## src/rtl/seq_divider_16bit.sv

```systemverilog
// seq_divider_16bit: sequential unsigned restoring divider.
// Resolves one quotient bit per clock under a start/busy/done handshake.
// A zero divisor skips the iterations. It returns an all-ones quotient, the
// dividend as remainder, and sets div_by_zero.
module seq_divider_16bit #(
  parameter int WIDTH = 16
) (
  input  logic             clk,
  input  logic             rst_n,
  input  logic             start,
  input  logic [WIDTH-1:0] dividend,
  input  logic [WIDTH-1:0] divisor,
  output logic             busy,
  output logic             done,
  output logic [WIDTH-1:0] quotient,
  output logic [WIDTH-1:0] remainder,
  output logic             div_by_zero
);

  localparam int CNT_W = $clog2(WIDTH + 1);
  localparam logic [CNT_W-1:0] LAST_STEP = CNT_W'(WIDTH - 1);

  typedef enum logic [1:0] {
    IDLE = 2'd0,
    RUN  = 2'd1,
    FIN  = 2'd2
  } state_t;

  state_t           state;
  logic [WIDTH-1:0] dq;       // dividend shifting out, quotient bits shifting in
  logic [WIDTH-1:0] dv;       // latched divisor
  logic [WIDTH:0]   pr;       // partial remainder
  logic [CNT_W-1:0] cnt;      // completed iterations
  logic             zero;     // current op has a zero divisor

  logic [WIDTH:0]   shifted;
  logic [WIDTH+1:0] trial;
  logic             borrow;

  // Trial subtraction for one restoring step; the top bit of the
  // widened difference is the borrow.
  always_comb begin
    shifted = {pr[WIDTH-1:0], dq[WIDTH-1]};
    trial   = {1'b0, shifted} - {2'b00, dv};
    borrow  = trial[WIDTH+1];
  end

  // Control FSM, iteration datapath and registered result outputs.
  always_ff @(posedge clk or negedge rst_n) begin
    if (!rst_n) begin
      state       <= IDLE;
      dq          <= '0;
      dv          <= '0;
      pr          <= '0;
      cnt         <= '0;
      zero        <= 1'b0;
      busy        <= 1'b0;
      done        <= 1'b0;
      quotient    <= '0;
      remainder   <= '0;
      div_by_zero <= 1'b0;
    end else begin
      done <= 1'b0;
      case (state)
        IDLE: begin
          if (start) begin
            dq    <= dividend;
            dv    <= divisor;
            pr    <= '0;
            cnt   <= '0;
            busy  <= 1'b1;
            zero  <= (divisor == '0);
            state <= (divisor == '0) ? FIN : RUN;
          end
        end
        RUN: begin
          pr  <= borrow ? shifted : trial[WIDTH:0];
          dq  <= {dq[WIDTH-2:0], ~borrow};
          cnt <= cnt + CNT_W'(1);
          if (cnt == LAST_STEP) begin
            state <= FIN;
          end
        end
        FIN: begin
          // On a zero divisor dq still holds the untouched dividend.
          quotient    <= zero ? '1 : dq;
          remainder   <= zero ? dq : pr[WIDTH-1:0];
          div_by_zero <= zero;
          done        <= 1'b1;
          busy        <= 1'b0;
          state       <= IDLE;
        end
        default: begin
          state <= IDLE;
          busy  <= 1'b0;
        end
      endcase
    end
  end

endmodule

```

## config.mk

```make
export PLATFORM = sky130hd
export DESIGN_NAME = seq_divider_16bit
export DESIGN_NICKNAME = d
export VERILOG_FILES = /design/src/rtl/seq_divider_16bit.sv
export SDC_FILE = /design/constraint.sdc
export NUM_CORES = 1
export LEC_CHECK = 0
export CAP_MARGIN = 20
export CORE_MARGIN = 5
export CORE_UTILIZATION = 54
export DETAILED_ROUTE_END_ITERATION = 8
export GPL_TIMING_DRIVEN = 0
export PLACE_DENSITY = 0.82
export SLEW_MARGIN = 0
export SYNTH_ARGS = -nofsm -noshare
export SYNTH_HDL_FRONTEND = slang
export SYNTH_SLANG_ARGS = --single-unit
```

## constraint.sdc

```tcl
create_clock -name clk -period 3.1 [get_ports clk]
set_input_delay 0.62 -clock clk [delete_from_list [all_inputs] [get_ports clk]]
set_output_delay 0.62 -clock clk [all_outputs]
set_load 0.01 [all_outputs]
```

==> images/congestion_map.png <==
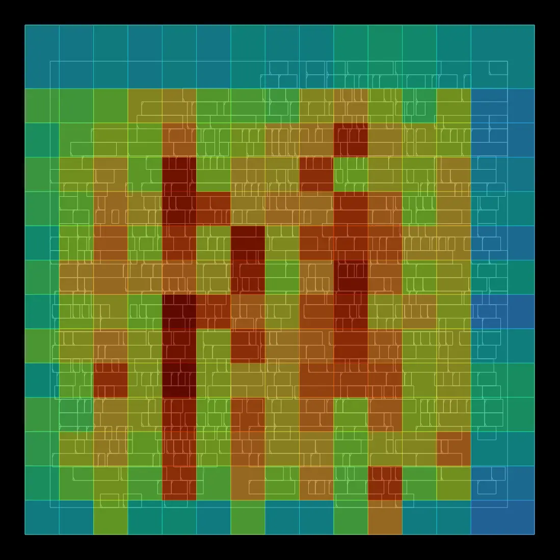
WL/cell: 16.89 um
GRT met2 Usage: 37.09%
Top Usage Layer GRT: met2
fin util: 68.95%
GR Util All Layers: 23.16%

==> images/gates.png <==
Scale bar: 20 um.
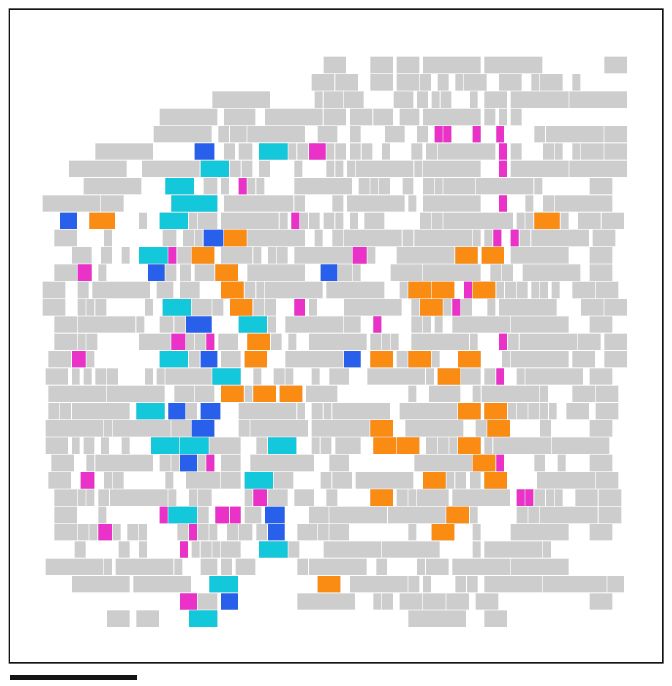
- fa/ha/maj cells: cyan (cells 19)
- nor cells: magenta (cells 37)
- non-inverting ao/oa cells: blue (cells 15)
- mux cells: orange (cells 36)

==> results.py <==
# Flow results
metrics = {
    "final_timing": {
        "final.setup.tns_ns": 0,
        "min_period_ns": 2.967,
    },
    "final_layout": {
        "seq_cells": 91,
    },
    "synth": {
        "ys_warn_count": 0,
        "edf_count": 0,
        "yosys_most_used_dff": "dfrtp_1",
        "ys_cells": 481,
        "top_cell": "dfrtp_1",
    },
    "setup_path": {
        "cp-start-kind": "flop",
        "cpMaxStageDelayCell": "a2111o_1",
    },
    "clock_tree": {
        "numCtsBuffers": 9,
        "cts_hold_buf": 0,
        "path_clk_slew_ns": 0.10,
    },
    "place": {
        "io_buffers": 69,
        "dpl.cell_count": 656,
    },
    "route": {
        "wl_um": 11370,
    },
    "global_route": {
        "grtUsageMet1_pct": 30.30,
    },
    "floorplanning": {
        "taps": 105,
    },
    "status": {
        "status": "finished clean",
    },
    "job": {
        "drv_cap": 0,
    },
}
## metal layers
metal  wire length, um  vias to the layer above
li1                  -                     1837
met1              4722                     1823
met2              5258                      170
met3               973                       30
met4               413                        0
met5                 0                        -
## how the worst max path moves through the flow
stage / end / startpoint / slack, ns
2_1_floorplan: pr[13]$_DFFE_PN0P_ / pr[3]$_DFFE_PN0P_ / 0.55
3_3_place_gp: busy$_DFFE_PN0P_ / rst_n / -1.81
3_5_place_dp: pr[13]$_DFFE_PN0P_ / pr[3]$_DFFE_PN0P_ / 0.19
4_1_cts: pr[13]$_DFFE_PN0P_ / pr[3]$_DFFE_PN0P_ / 0.17
5_1_grt: pr[13]$_DFFE_PN0P_ / pr[3]$_DFFE_PN0P_ / 0.06
6_report: pr[13]$_DFFE_PN0P_ / pr[3]$_DFFE_PN0P_ / 0.13
## cell usage in the layout (no fill, tap or decap), types with 4 or more instances in the layout
cell / instances
o21ai_0: 83
nor2_1: 25
a32oi_1: 5
xnor2_1: 8
clkdlybuf4s50_1: 68
a21o_1: 7
clkbuf_8: 9
dfrtp_1: 91
and3b_1: 8
mux2i_1: 34
xor2_1: 5
a21oi_1: 17
nor4_1: 4
nor2b_1: 4
nand2_1: 82
clkbuf_1: 24
ha_1: 18
o21ai_1: 6
inv_1: 21
## cells by family (layout without fill, tap and decap cells)
group,Yosys count,count (layout),synth area share [%]
simple gates,138,138,13.33
mux,36,36,7.855
compound gates,137,137,17.77
xor+xnor,13,13,2.465
flops,91,91,49.30
buf+inv,47,134,3.982
fa+ha+maj,19,19,5.309
## where the power goes
| group | total, mW | internal (mW) | switching [mW] |
|---|---|---|---|
| Clock | 0.908 | 0.463 | 0.444 |
| Combinational | 3.68 | 1.69 | 1.99 |
| Sequential | 2.17 | 1.73 | 0.434 |
No activity file was given, so power comes from the tool's default toggle rates.
